==> config.mk <==
export PLATFORM = sky130hd
export DESIGN_NAME = dct8_stream_engine
export DESIGN_NICKNAME = d
export VERILOG_FILES = /design/src/rtl/dct8_stream_engine.sv
export SDC_FILE = /design/constraint.sdc
export NUM_CORES = 2
export LEC_CHECK = 0
export ABC_AREA = 1
export ABC_CLOCK_PERIOD_IN_PS = 14700
export CAP_MARGIN = 20
export CORE_UTILIZATION = 50
export DETAILED_ROUTE_END_ITERATION = 7
export PLACE_DENSITY = 0.76
export SLEW_MARGIN = 20
export SYNTH_ARGS = -nofsm -noshare
export SYNTH_HDL_FRONTEND = slang
export SYNTH_SLANG_ARGS = --single-unit
==> constraint.sdc <==
create_clock -name clk -period 14.7 [get_ports clk]
set_input_delay 3.675 -clock clk [delete_from_list [all_inputs] [get_ports clk]]
set_output_delay 3.675 -clock clk [all_outputs]
set_load 0.01 [all_outputs]
==> src/rtl/dct8_stream_engine.sv <==
// Streaming 8-point 1-D DCT-II / IDCT engine.
// Samples enter serially; eight MAC lanes accumulate one block while the
// previous block drains from an output buffer, one coefficient per cycle.
// Ports:
//   clk, rst_n            clock, asynchronous active-low reset
//   in_valid/in_ready     sample handshake, in_data signed sample
//   in_inv                block mode (0 forward, 1 inverse), taken on sample 0
//   out_valid/out_ready   result handshake
//   out_data              signed, rounded and saturated result
//   out_idx, out_last     result index 0..7, high on index 7
//   out_sat               result was clamped
module dct8_stream_engine #(
    parameter int unsigned DATA_WIDTH = 10,
    parameter int unsigned COE_WIDTH  = 12,
    parameter int unsigned OUT_WIDTH  = 13
) (
    input  logic                         clk,
    input  logic                         rst_n,
    input  logic                         in_valid,
    output logic                         in_ready,
    input  logic signed [DATA_WIDTH-1:0] in_data,
    input  logic                         in_inv,
    output logic                         out_valid,
    input  logic                         out_ready,
    output logic signed [OUT_WIDTH-1:0]  out_data,
    output logic [2:0]                   out_idx,
    output logic                         out_last,
    output logic                         out_sat
);
    localparam int unsigned COE_FRAC   = COE_WIDTH - 1;
    localparam int unsigned ACC_WIDTH  = DATA_WIDTH + COE_WIDTH + 3;
    localparam int unsigned PROD_WIDTH = DATA_WIDTH + COE_WIDTH;

    localparam logic signed [ACC_WIDTH-1:0] ACC_ZERO = ACC_WIDTH'(0);
    localparam logic signed [ACC_WIDTH-1:0] RND_HALF = ACC_WIDTH'(1) <<< (COE_FRAC - 1);
    localparam logic signed [ACC_WIDTH-1:0] OUT_MAX  = (ACC_WIDTH'(1) <<< (OUT_WIDTH - 1)) - ACC_WIDTH'(1);
    localparam logic signed [ACC_WIDTH-1:0] OUT_MIN  = ~OUT_MAX;

    typedef enum logic {ST_ACC, ST_HOLD} acc_state_t;
    typedef enum logic {ST_EMPTY, ST_DRAIN} out_state_t;

    // DCT-II basis value, rounded to nearest, evaluated at elaboration only
    function automatic logic signed [COE_WIDTH-1:0] coe_calc(input int k, input int n);
        real s;
        real v;
        int  r;
        s = (k == 0) ? 1.0 / (2.0 * $sqrt(2.0)) : 0.5;
        v = s * $cos(real'((2 * n + 1) * k) * 3.14159265358979323846 / 16.0) * (2.0 ** real'(COE_FRAC));
        r = (v >= 0.0) ? $rtoi(v + 0.5) : -$rtoi(0.5 - v);
        return COE_WIDTH'(r);
    endfunction

    logic signed [COE_WIDTH-1:0] coef_tab [8][8];

    for (genvar gk = 0; gk < 8; gk++) begin : g_row
        for (genvar gn = 0; gn < 8; gn++) begin : g_col
            localparam logic signed [COE_WIDTH-1:0] CV = coe_calc(gk, gn);
            assign coef_tab[gk][gn] = CV;
        end
    end

    acc_state_t acc_state_q, acc_state_d;
    out_state_t out_state_q, out_state_d;

    logic [2:0]                   cnt_q;
    logic                         inv_q;
    logic signed [ACC_WIDTH-1:0]  acc_q    [8];
    logic signed [OUT_WIDTH-1:0]  obuf_data [8];
    logic [7:0]                   obuf_sat;

    logic                         in_fire, out_fire, last_beat, buf_free, xfer, blk_inv;
    logic [2:0]                   idx_inc;
    logic signed [COE_WIDTH-1:0]  lane_coe  [8];
    logic signed [PROD_WIDTH-1:0] lane_prod [8];
    logic signed [ACC_WIDTH-1:0]  acc_upd   [8];
    logic signed [ACC_WIDTH-1:0]  acc_src   [8];
    logic signed [ACC_WIDTH-1:0]  acc_rnd   [8];
    logic signed [OUT_WIDTH-1:0]  lane_out  [8];
    logic [7:0]                   lane_sat;

    assign in_fire   = in_valid & in_ready;
    assign out_fire  = out_valid & out_ready;
    assign last_beat = in_fire & (cnt_q == 3'd7);
    // Buffer can take a block if empty or its final beat leaves this cycle
    assign buf_free  = (out_state_q == ST_EMPTY) | (out_fire & (out_idx == 3'd7));
    assign xfer      = ((acc_state_q == ST_HOLD) | last_beat) & buf_free;
    // Mode comes straight from the port on sample 0, from the latch afterwards
    assign blk_inv   = (cnt_q == 3'd0) ? in_inv : inv_q;
    assign idx_inc   = out_idx + 3'd1;

    // MAC lanes plus round/saturate of whatever block is being transferred
    always_comb begin
        lane_sat = '0;
        for (int j = 0; j < 8; j++) begin
            lane_coe[j]  = blk_inv ? coef_tab[cnt_q][j] : coef_tab[j][cnt_q];
            lane_prod[j] = PROD_WIDTH'(in_data) * PROD_WIDTH'(lane_coe[j]);
            acc_upd[j]   = ((cnt_q == 3'd0) ? ACC_ZERO : acc_q[j]) + ACC_WIDTH'(lane_prod[j]);
            acc_src[j]   = (acc_state_q == ST_HOLD) ? acc_q[j] : acc_upd[j];
            acc_rnd[j]   = (acc_src[j] + RND_HALF) >>> COE_FRAC;
            lane_out[j]  = OUT_WIDTH'(acc_rnd[j]);
            if (acc_rnd[j] > OUT_MAX) begin
                lane_out[j] = OUT_WIDTH'(OUT_MAX);
                lane_sat[j] = 1'b1;
            end else if (acc_rnd[j] < OUT_MIN) begin
                lane_out[j] = OUT_WIDTH'(OUT_MIN);
                lane_sat[j] = 1'b1;
            end
        end
    end

    // Accumulator side next state
    always_comb begin
        acc_state_d = acc_state_q;
        case (acc_state_q)
            ST_ACC:  if (last_beat && !xfer) acc_state_d = ST_HOLD;
            ST_HOLD: if (xfer) acc_state_d = ST_ACC;
            default: acc_state_d = ST_ACC;
        endcase
    end

    // Output side next state
    always_comb begin
        out_state_d = out_state_q;
        case (out_state_q)
            ST_EMPTY: if (xfer) out_state_d = ST_DRAIN;
            ST_DRAIN: if (out_fire && (out_idx == 3'd7) && !xfer) out_state_d = ST_EMPTY;
            default:  out_state_d = ST_EMPTY;
        endcase
    end

    // State registers
    always_ff @(posedge clk or negedge rst_n) begin
        if (!rst_n) begin
            acc_state_q <= ST_ACC;
            out_state_q <= ST_EMPTY;
        end else begin
            acc_state_q <= acc_state_d;
            out_state_q <= out_state_d;
        end
    end

    // Accumulators, sample counter and latched mode
    always_ff @(posedge clk or negedge rst_n) begin
        if (!rst_n) begin
            for (int j = 0; j < 8; j++) acc_q[j] <= '0;
            cnt_q <= '0;
            inv_q <= 1'b0;
        end else if (in_fire) begin
            for (int j = 0; j < 8; j++) acc_q[j] <= acc_upd[j];
            cnt_q <= cnt_q + 3'd1;
            if (cnt_q == 3'd0) inv_q <= in_inv;
        end
    end

    // Output buffer and registered handshake outputs
    always_ff @(posedge clk or negedge rst_n) begin
        if (!rst_n) begin
            for (int j = 0; j < 8; j++) obuf_data[j] <= '0;
            obuf_sat  <= '0;
            in_ready  <= 1'b0;
            out_valid <= 1'b0;
            out_data  <= '0;
            out_idx   <= '0;
            out_last  <= 1'b0;
            out_sat   <= 1'b0;
        end else begin
            in_ready  <= (acc_state_d == ST_ACC);
            out_valid <= (out_state_d == ST_DRAIN);
            if (xfer) begin
                for (int j = 0; j < 8; j++) obuf_data[j] <= lane_out[j];
                obuf_sat <= lane_sat;
                out_data <= lane_out[0];
                out_sat  <= lane_sat[0];
                out_idx  <= '0;
                out_last <= 1'b0;
            end else if (out_fire) begin
                if (out_idx == 3'd7) begin
                    out_data <= '0;
                    out_sat  <= 1'b0;
                    out_idx  <= '0;
                    out_last <= 1'b0;
                end else begin
                    out_data <= obuf_data[idx_inc];
                    out_sat  <= obuf_sat[idx_inc];
                    out_idx  <= idx_inc;
                    out_last <= (idx_inc == 3'd7);
                end
            end
        end
    end

endmodule
==> job_summary.md <==
### Flow metrics

| Metric | Value |
|---|---|
| Status | complete, no violations |
| WP data arrival | 12.33 ns |
| Comb area | 49000 um2 |
| Worst-Skew Late Latency | 0.70 ns |
| Cell mode on critical path | inv_1 |
| Crit path DRT | 15.23 ns |
| Cell Area, Synth | 66600 um2 |
| Setup TNS | 0 ns |
| Final setup fails | 0 |
| Registers | ~340 |
| Tapcells | 1755 |
| Cts bufs inserted | 49 |
| Most flops, register | acc_q |
| OpenROAD warnings | roughly 57 |
| Post-Synth Simple-Gate Area | 24.2% |
| Slew HR | 24.9% |
| Mux area share | 0% |
| Worst hold start | acc_q[4]$_DFFE_PN0P_ |
| Met3 usage | between 7 and 8% |
| Die area | 135000 um2 |
| DR WL/cell | 20.1 um |
| Critical path endpoint | obuf_data[49]$_DFFE_PN0P_ |
| Final core occ | 53.3% |
| Met2 Usage GRT | 51.7% |
| Worst Setup End Kind | register |
| CP max FO | a little over 50 |
| Layout area overhead | 5.60% |
| Final instance area | 70300 um2 |
| Fp util | 50.5% |
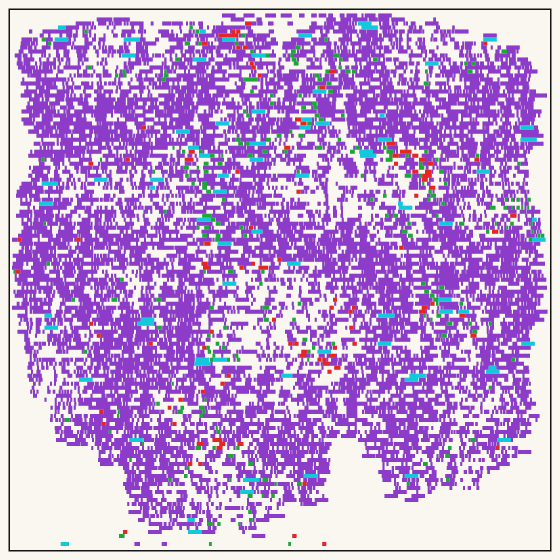
**Above:** cells by drive strength.
- purple: drive 1 or less (cells 8551; share 95%; most used inv_1)
- green: drive 2 (cells 254; share 2.8%; most used nand2_2)
- cyan: drive 6 and up (cells 78; share 0.87%; most used clkbuf_16)
- red: drive 3 to 4 (cells 101; share 1.1%; most used buf_4)

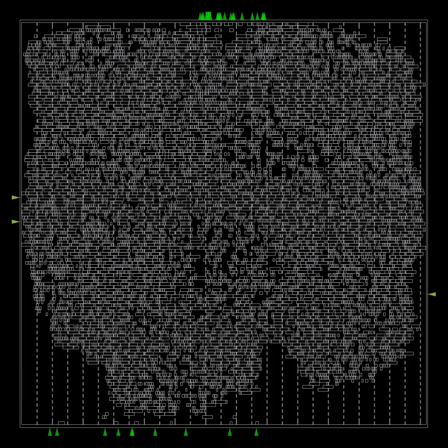
**Above:** cell placement.
Cell Count, Final, Fillers Out: 10700
row count: 133
fill count: 12700
Seq area share: 12.0%

